<file path="src/rtl/fetch_pc_unit.sv">
// IF-stage fetch unit: owns the PC, issues one-cycle-latency instruction reads and
// fills the IF/ID register, with a one-entry skid buffer for stalls, redirects and halt.
module fetch_pc_unit #(
  parameter logic [31:0] RESET_PC  = 32'd0,
  parameter logic [31:0] HALT_ADDR = 32'd56,
  parameter logic [31:0] NOP_INSTR = 32'h0000_0000
) (
  input  logic        clk,
  input  logic        reset,
  input  logic        stall,
  input  logic        branch_taken,
  input  logic [31:0] branch_target,
  output logic        imem_rd_en,
  output logic [31:0] imem_addr,
  input  logic [31:0] imem_rdata,
  output logic        ifid_valid,
  output logic [31:0] ifid_instr,
  output logic [31:0] ifid_pc,
  output logic [31:0] ifid_nextpc,
  output logic        halted,
  output logic        misalign
);

  typedef enum logic [1:0] {StIdle, StRun, StHalt} state_e;

  state_e      state_q, state_d;
  logic [31:0] pc_q, pc_d;
  logic        pending_q, pending_d;
  logic [31:0] req_pc_q, req_pc_d;
  logic        skid_valid_q, skid_valid_d;
  logic [31:0] skid_instr_q, skid_instr_d;
  logic [31:0] skid_pc_q, skid_pc_d;
  logic        ifid_valid_q, ifid_valid_d;
  logic [31:0] ifid_instr_q, ifid_instr_d;
  logic [31:0] ifid_pc_q, ifid_pc_d;
  logic [31:0] ifid_nextpc_q, ifid_nextpc_d;
  logic        misalign_q, misalign_d;

  logic [31:0] target_masked;
  logic        issue;

  assign target_masked = branch_target & ~32'h3;
  assign issue = (state_q == StRun) && !stall && !branch_taken && (pc_q < HALT_ADDR);

  assign imem_rd_en  = issue;
  assign imem_addr   = pc_q;
  assign ifid_valid  = ifid_valid_q;
  assign ifid_instr  = ifid_instr_q;
  assign ifid_pc     = ifid_pc_q;
  assign ifid_nextpc = ifid_nextpc_q;
  assign halted      = (state_q == StHalt) && !pending_q && !skid_valid_q;
  assign misalign    = misalign_q;

  always_comb begin
    state_d       = state_q;
    pc_d          = pc_q;
    pending_d     = pending_q;
    req_pc_d      = req_pc_q;
    skid_valid_d  = skid_valid_q;
    skid_instr_d  = skid_instr_q;
    skid_pc_d     = skid_pc_q;
    ifid_valid_d  = ifid_valid_q;
    ifid_instr_d  = ifid_instr_q;
    ifid_pc_d     = ifid_pc_q;
    ifid_nextpc_d = ifid_nextpc_q;
    misalign_d    = 1'b0;

    if (branch_taken) begin
      // Redirect wins over stall and halt; the in-flight response and skid are dropped.
      pc_d         = target_masked;
      pending_d    = 1'b0;
      skid_valid_d = 1'b0;
      ifid_valid_d = 1'b0;
      ifid_instr_d = NOP_INSTR;
      misalign_d   = |branch_target[1:0];
      if (state_q != StHalt || target_masked < HALT_ADDR) begin
        state_d = StRun;
      end
    end else begin
      if (state_q == StIdle) begin
        state_d = StRun;
      end else if (state_q == StRun && !(pc_q < HALT_ADDR)) begin
        state_d = StHalt;
      end

      if (stall) begin
        if (pending_q) begin
          skid_valid_d = 1'b1;
          skid_instr_d = imem_rdata;
          skid_pc_d    = req_pc_q;
          pending_d    = 1'b0;
        end
      end else begin
        if (skid_valid_q) begin
          ifid_valid_d  = 1'b1;
          ifid_instr_d  = skid_instr_q;
          ifid_pc_d     = skid_pc_q;
          ifid_nextpc_d = skid_pc_q + 32'd4;
          skid_valid_d  = 1'b0;
        end else if (pending_q) begin
          ifid_valid_d  = 1'b1;
          ifid_instr_d  = imem_rdata;
          ifid_pc_d     = req_pc_q;
          ifid_nextpc_d = req_pc_q + 32'd4;
        end else begin
          ifid_valid_d = 1'b0;
          ifid_instr_d = NOP_INSTR;
        end
        pending_d = issue;
        if (issue) begin
          pc_d     = pc_q + 32'd4;
          req_pc_d = pc_q;
        end
      end
    end
  end

  always_ff @(posedge clk or posedge reset) begin
    if (reset) begin
      state_q       <= StIdle;
      pc_q          <= RESET_PC;
      pending_q     <= 1'b0;
      req_pc_q      <= 32'd0;
      skid_valid_q  <= 1'b0;
      skid_instr_q  <= NOP_INSTR;
      skid_pc_q     <= 32'd0;
      ifid_valid_q  <= 1'b0;
      ifid_instr_q  <= NOP_INSTR;
      ifid_pc_q     <= 32'd0;
      ifid_nextpc_q <= 32'd0;
      misalign_q    <= 1'b0;
    end else begin
      state_q       <= state_d;
      pc_q          <= pc_d;
      pending_q     <= pending_d;
      req_pc_q      <= req_pc_d;
      skid_valid_q  <= skid_valid_d;
      skid_instr_q  <= skid_instr_d;
      skid_pc_q     <= skid_pc_d;
      ifid_valid_q  <= ifid_valid_d;
      ifid_instr_q  <= ifid_instr_d;
      ifid_pc_q     <= ifid_pc_d;
      ifid_nextpc_q <= ifid_nextpc_d;
      misalign_q    <= misalign_d;
    end
  end

endmodule

</file>
<file path="config.mk">
export PLATFORM = sky130hd
export DESIGN_NAME = fetch_pc_unit
export DESIGN_NICKNAME = d
export VERILOG_FILES = /design/src/rtl/fetch_pc_unit.sv
export SDC_FILE = /design/constraint.sdc
export NUM_CORES = 1
export LEC_CHECK = 0
export CAP_MARGIN = 10
export CORE_MARGIN = 8
export CORE_UTILIZATION = 55
export CTS_CLUSTER_SIZE = 24
export DETAILED_ROUTE_END_ITERATION = 6
export PLACE_DENSITY = 0.82
export SLEW_MARGIN = 10
export SYNTH_ARGS = -nofsm -noshare
export SYNTH_HDL_FRONTEND = slang
export SYNTH_SLANG_ARGS = --single-unit
</file>
<file path="constraint.sdc">
create_clock -name clk -period 17.8 [get_ports clk]
set_clock_uncertainty 0.1 [all_clocks]
set_input_delay 3.56 -clock clk [delete_from_list [all_inputs] [get_ports clk]]
set_output_delay 3.56 -clock clk [all_outputs]
set_load 0.01 [all_outputs]
</file>
### Congestion heat map, run 1

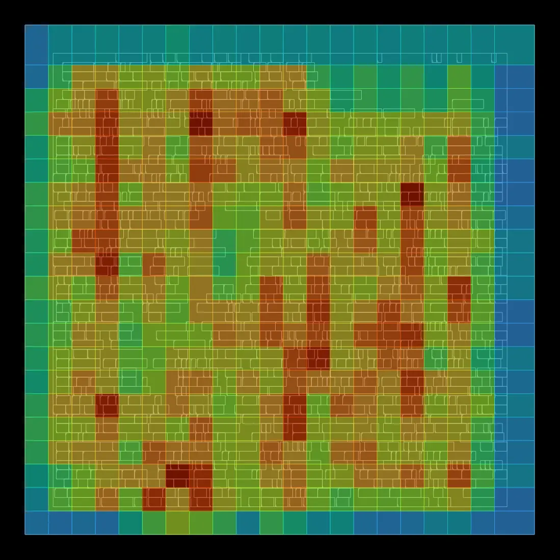
Layout Utilization: 71.1%
global routing's busiest layer: met2

### Clock distribution, run 1

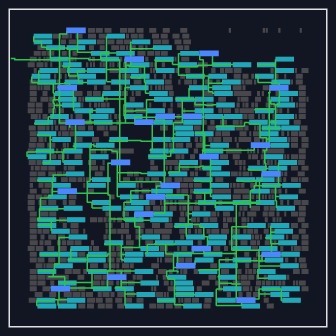
[cyan] flip-flops | count: 220
[green] clock wires | length: 2570 um
[blue] cells driving clock nets | count: 23
flops lie: all over the die
routed clock nets: 24
clock share of power: 44.7%
P_clk: 494 uW

### The metal 3 layer, run 1

Cells faint in the background.
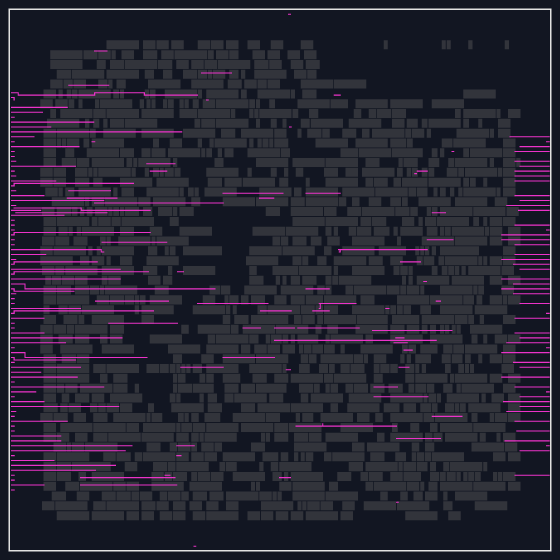
wire length on this layer: 2130 um
longest straight run: 52.7 um
nets with wire on the layer: 157
M3 GR Usage: 6.74%
DR vias: 7275
DRT Wirelength: 23600 um

==> run 1: layout make-up <==
class,count,share of cell area (%)
Clock buffer,34,5.35
Timing Repair Buffer,202,15.7
Multi-Input combinational cell,585,32.1
Sequential cell,220,43.6
Clock inverter,6,0.851
Tap cell,229,2.27
Inverter,4,0.178
==> run 1: layer usage <==
| layer | part of all wire, % | wire length (um) |
|---|---|---|
| met5 | 0 | 0 |
| met1 | 43 | 10200 |
| met3 | 9.0 | 2130 |
| met4 | 2.1 | 485 |
| met2 | 46 | 10800 |
==> run 1: logic make-up after synthesis <==
family,after synthesis,synth area share (%)
and+or+nand+nor,282,14.8
DFF,220,56.0
AOI/OAI and AO/OA,155,10.4
muxes,125,14.1
buffers and inverters,62,3.14
xor gates and xnor gates,15,1.34
adders and majority gates,2,0.254
other,1,0.0381
==> flow_metrics.env, run 1 <==
# physical design summary
export IMPL_yosysWarnings=0
export IMPL_timing_final_ws_setup_ns=8.88
export IMPL_final_setup_viol_count=0
export IMPL_fin_hold_ws_ns=0.374
export IMPL_hold_path_end="ifid_pc[4]$_DFFE_PP0P_"
export IMPL_rows=49
export IMPL_reg2reg_to="ifid_nextpc[28]$_DFFE_PP0P_"
export IMPL_p_total_mw=1.11
export IMPL_gp_congestion=0.771
export IMPL_layout_top_cells="219 x dfrtp_1, 191 x clkdlybuf4s50_1, 102 x mux2_2"
export IMPL_r2r_slack_ns=14.39
export IMPL_grt_overflow=0
export IMPL_comb_power_uw=86.6
export IMPL_regArea_um2=5510
export IMPL_fin_crit_sh_pct=50.1
export IMPL_layout_nets=1106
export IMPL_status="finished, final reports clean"
export IMPL_p_int_uw=866
export IMPL_area_leaders="dfrtp_1 56%, mux2_2 12%, nand2_1 3.4%"
export IMPL_post_cts_setup_buffers=0
export IMPL_cp_arrival_ns=5.26
### Sizing map, run 1

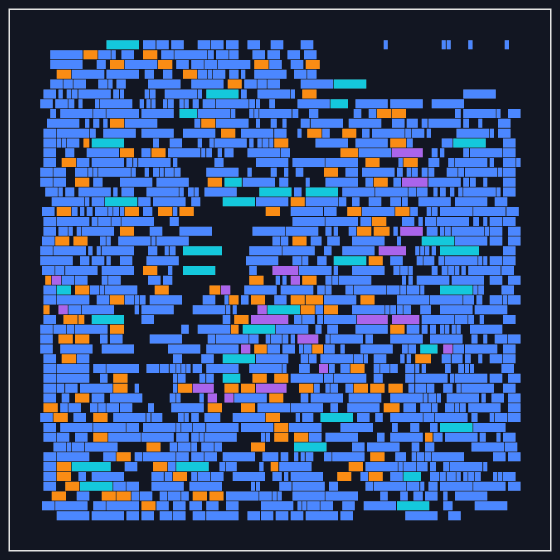

==> run 2, diff against run 1 <==
- CORE_UTILIZATION: 55 -> 52
- PLACE_DENSITY: 0.82 -> 0.78
- clock period: 17.8 -> 8.6 ns (I/O delays scaled with it)
### Sizing map, run 2

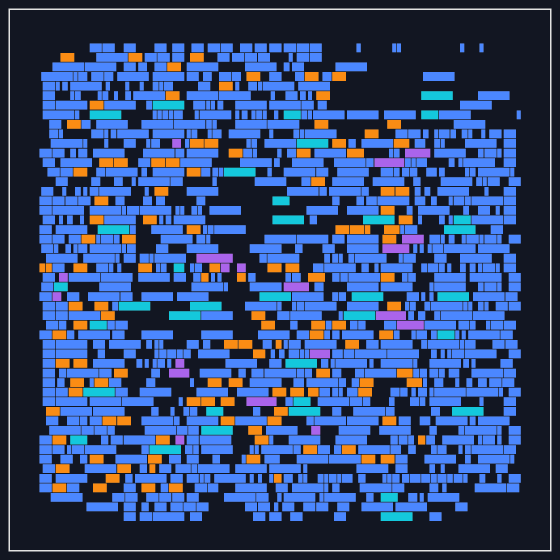
[orange] drive 2 | cells: 120
[cyan] drive 6 and up | cells: 35
[blue] drive 1 or less | cells: 876
[purple] drive 3 to 4 | cells: 19
Layout area overhead: 28.2%
non-clock buffer count: 201
final worst slack: 2.95 ns
post-route cell area: 12600 um^2

==> run 2 against run 1 <==
Compared with the run above:
- worst hold slack better by 0.00053 ns
- sequential cell count is the same
- sequential power grew 110%
- cell count up 0.31%
- synthesized cell count unchanged
==> flow_metrics.env, run 2 <==
# physical design summary
export IMPL_status="finished, final reports clean"
export IMPL_comb_power_uw=179
export IMPL_powerClk_uw=969
export IMPL_p_int_mw=1.74
export IMPL_met2WireLength_um=10800
export IMPL_layout_top_cells="219 x dfrtp_1, 191 x clkdlybuf4s50_1, 102 x mux2_2"
export IMPL_xor_area_share_pct=1.34
export IMPL_final_setup_viol_count=0
export IMPL_met3_usage_pct=6.92
export IMPL_adder_share_pct=0.254
export IMPL_r2r_slack_ns=5.25
export IMPL_reg2reg_to="ifid_nextpc[28]$_DFFE_PP0P_"
export IMPL_ys_sh_simple_pct=14.8
export IMPL_grt_busiest_layer="met2"
export IMPL_top_layer="met4"
export IMPL_hold_path_end="ifid_pc[13]$_DFFE_PP0P_"
export IMPL_wl_met1_um=10300
export IMPL_topCombFamilyByArea="simple AND/OR/NAND/NOR gates"
export IMPL_grt_overflow=0
export IMPL_rows=50
export IMPL_cp_arrival_ns=3.83
export IMPL_vias=7185
export IMPL_synthMuxAreaShare_pct=14.1
run 2: cell counts after synthesis:
Identical to the previous run, type by type.
run 2: final cells by class:
type,instances,area [um^2]
tap,234,293
clock inverter,4,23.8
timing repair buffer,201,1980
clock buffer,36,724
multi-input combinational,585,4050
inverter,4,22.5
fill,1413,6030
sequential,220,5510
run 2: through the flow:
stage	cell area, um^2	cells	util [%]	hold WS [ns]
floorplan	9860	867	-	0.374
detailed placement	11900	1244	63.6	0.364
global route	12600	1284	67.6	0.394
finish	12600	1284	67.6	0.374
global placement	11900	1244	63.6	0.361
CTS	12600	1284	67.6	0.379
### Congestion heat map, run 2

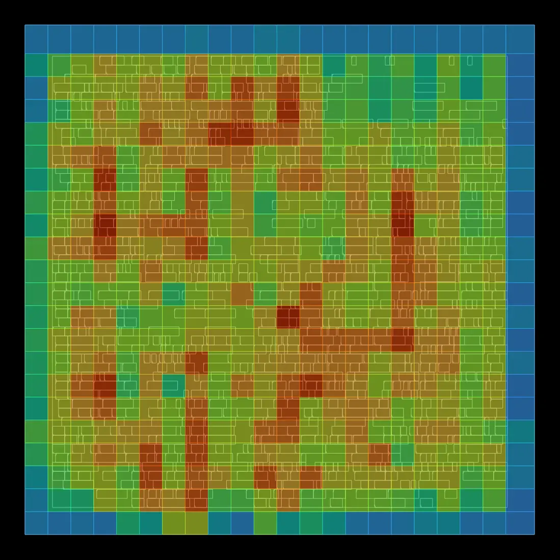

==> run 3, diff against run 2 <==
- CORE_UTILIZATION: 52 -> 47
- PLACE_DENSITY: 0.78 -> 0.74
- clock period: 8.6 -> 4.6 ns (I/O delays scaled with it)
### Congestion heat map, run 3

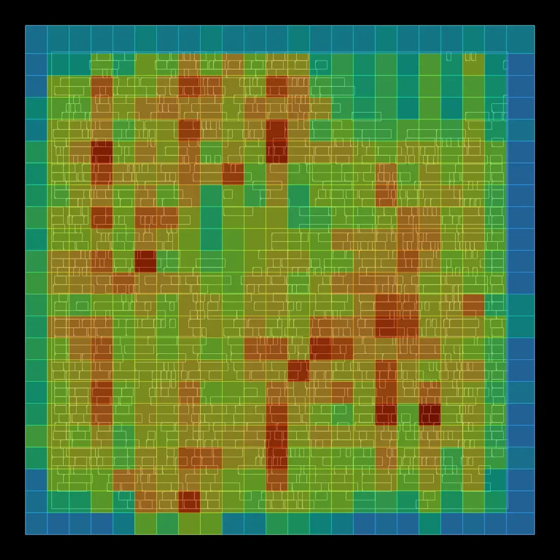
M3 GR Usage: 6.50%
met2 GRT Util: 28.7%

==> run 3 against run 2 <==
Compared with the run above:
- cell count up 3.7%
- global-route usage down 1.4 points
- sequential share of layout area down 0.67 points
- via count about the same
- die size up 9.5%
- cell area up 1.5%
- count of clock-buffer cells in the layout down 4
- critical endpoint unchanged
- largest power group unchanged
==> flow_metrics.env, run 3 <==
# physical design summary
export IMPL_io_pin_count=200
export IMPL_area_leaders="dfrtp_1 56%, mux2_2 12%, nand2_1 3.4%"
export IMPL_compound_area_share_pct=10.4
export IMPL_grt_busiest_layer="met2"
export IMPL_buf_share_pct=15.9
export IMPL_comb_area_share_pct=31.7
export IMPL_logic_gates=585
export IMPL_status="finished, final reports clean"
export IMPL_ff_count=220
export IMPL_fin_util_pct=61.7
export IMPL_met1_usage_pct=23.9
export IMPL_fin_cells=1332
export IMPL_seqAreaFraction_pct=43.0
export IMPL_grt_overflow=0
export IMPL_synthToLayoutAreaGrowth_pct=30.1
export IMPL_adder_share_pct=0.254
export IMPL_nNonClkBuffers=204
export IMPL_gp_congestion=0.773
export IMPL_logic_area_um2=4050
export IMPL_reg2reg_to="ifid_nextpc[28]$_DFFE_PP0P_"
export IMPL_fin_hold_ws_ns=0.375
export IMPL_timing_final_ws_setup_ns=1.11
export IMPL_layout_nets=1110
export IMPL_yosysWarnings=0
export IMPL_regArea_um2=5510
export IMPL_vias=7191
export IMPL_powerClk_mw=2.01
export IMPL_clkbuf_count=32
export IMPL_placedInstanceArea_um2=12000
export IMPL_synthMuxAreaShare_pct=14.1
export IMPL_clock_power_share_pct=45.9
export IMPL_fill_cells=1716
export IMPL_top_area_cell_class="registers"
export IMPL_topCombFamilyByArea="simple AND/OR/NAND/NOR gates"
export IMPL_cp_arrival_ns=2.47
export IMPL_clk_share_pct=6.63
export IMPL_post_cts_setup_buffers=0
export IMPL_fin_crit_sh_pct=76.0
export IMPL_p_total_mw=4.38
export IMPL_r2r_slack_ns=1.66
export IMPL_tap_cells=275
export IMPL_p_int_mw=3.42
export IMPL_dp_cells=1288
export IMPL_final_setup_viol_count=0
## run 3: worst max path at each step
stage          depth (start not counted)  slack [ns]                      start                         to
3_3_place_gp                           5        1.25               branch_taken                 imem_rd_en
2_1_floorplan                          1        0.71                      reset  ifid_instr[0]$_DFFE_PP0N_
6_report                               4        1.11  imem_addr[17]$_DFFE_PP0P_                 imem_rd_en
3_5_place_dp                           5        1.23               branch_taken                 imem_rd_en
5_1_grt                                4        0.96  imem_addr[17]$_DFFE_PP0P_                 imem_rd_en
4_1_cts                                4        1.05  imem_addr[17]$_DFFE_PP0P_                 imem_rd_en
## run 3: per-layer routing
layer  share of wire (%)  vias up
met5                   0        -
met4                 1.4        0
met3                 8.6       28
met2                  46      214
met1                  44     3544
li1                    -     3405
Power is estimated from default activity; no workload was simulated.
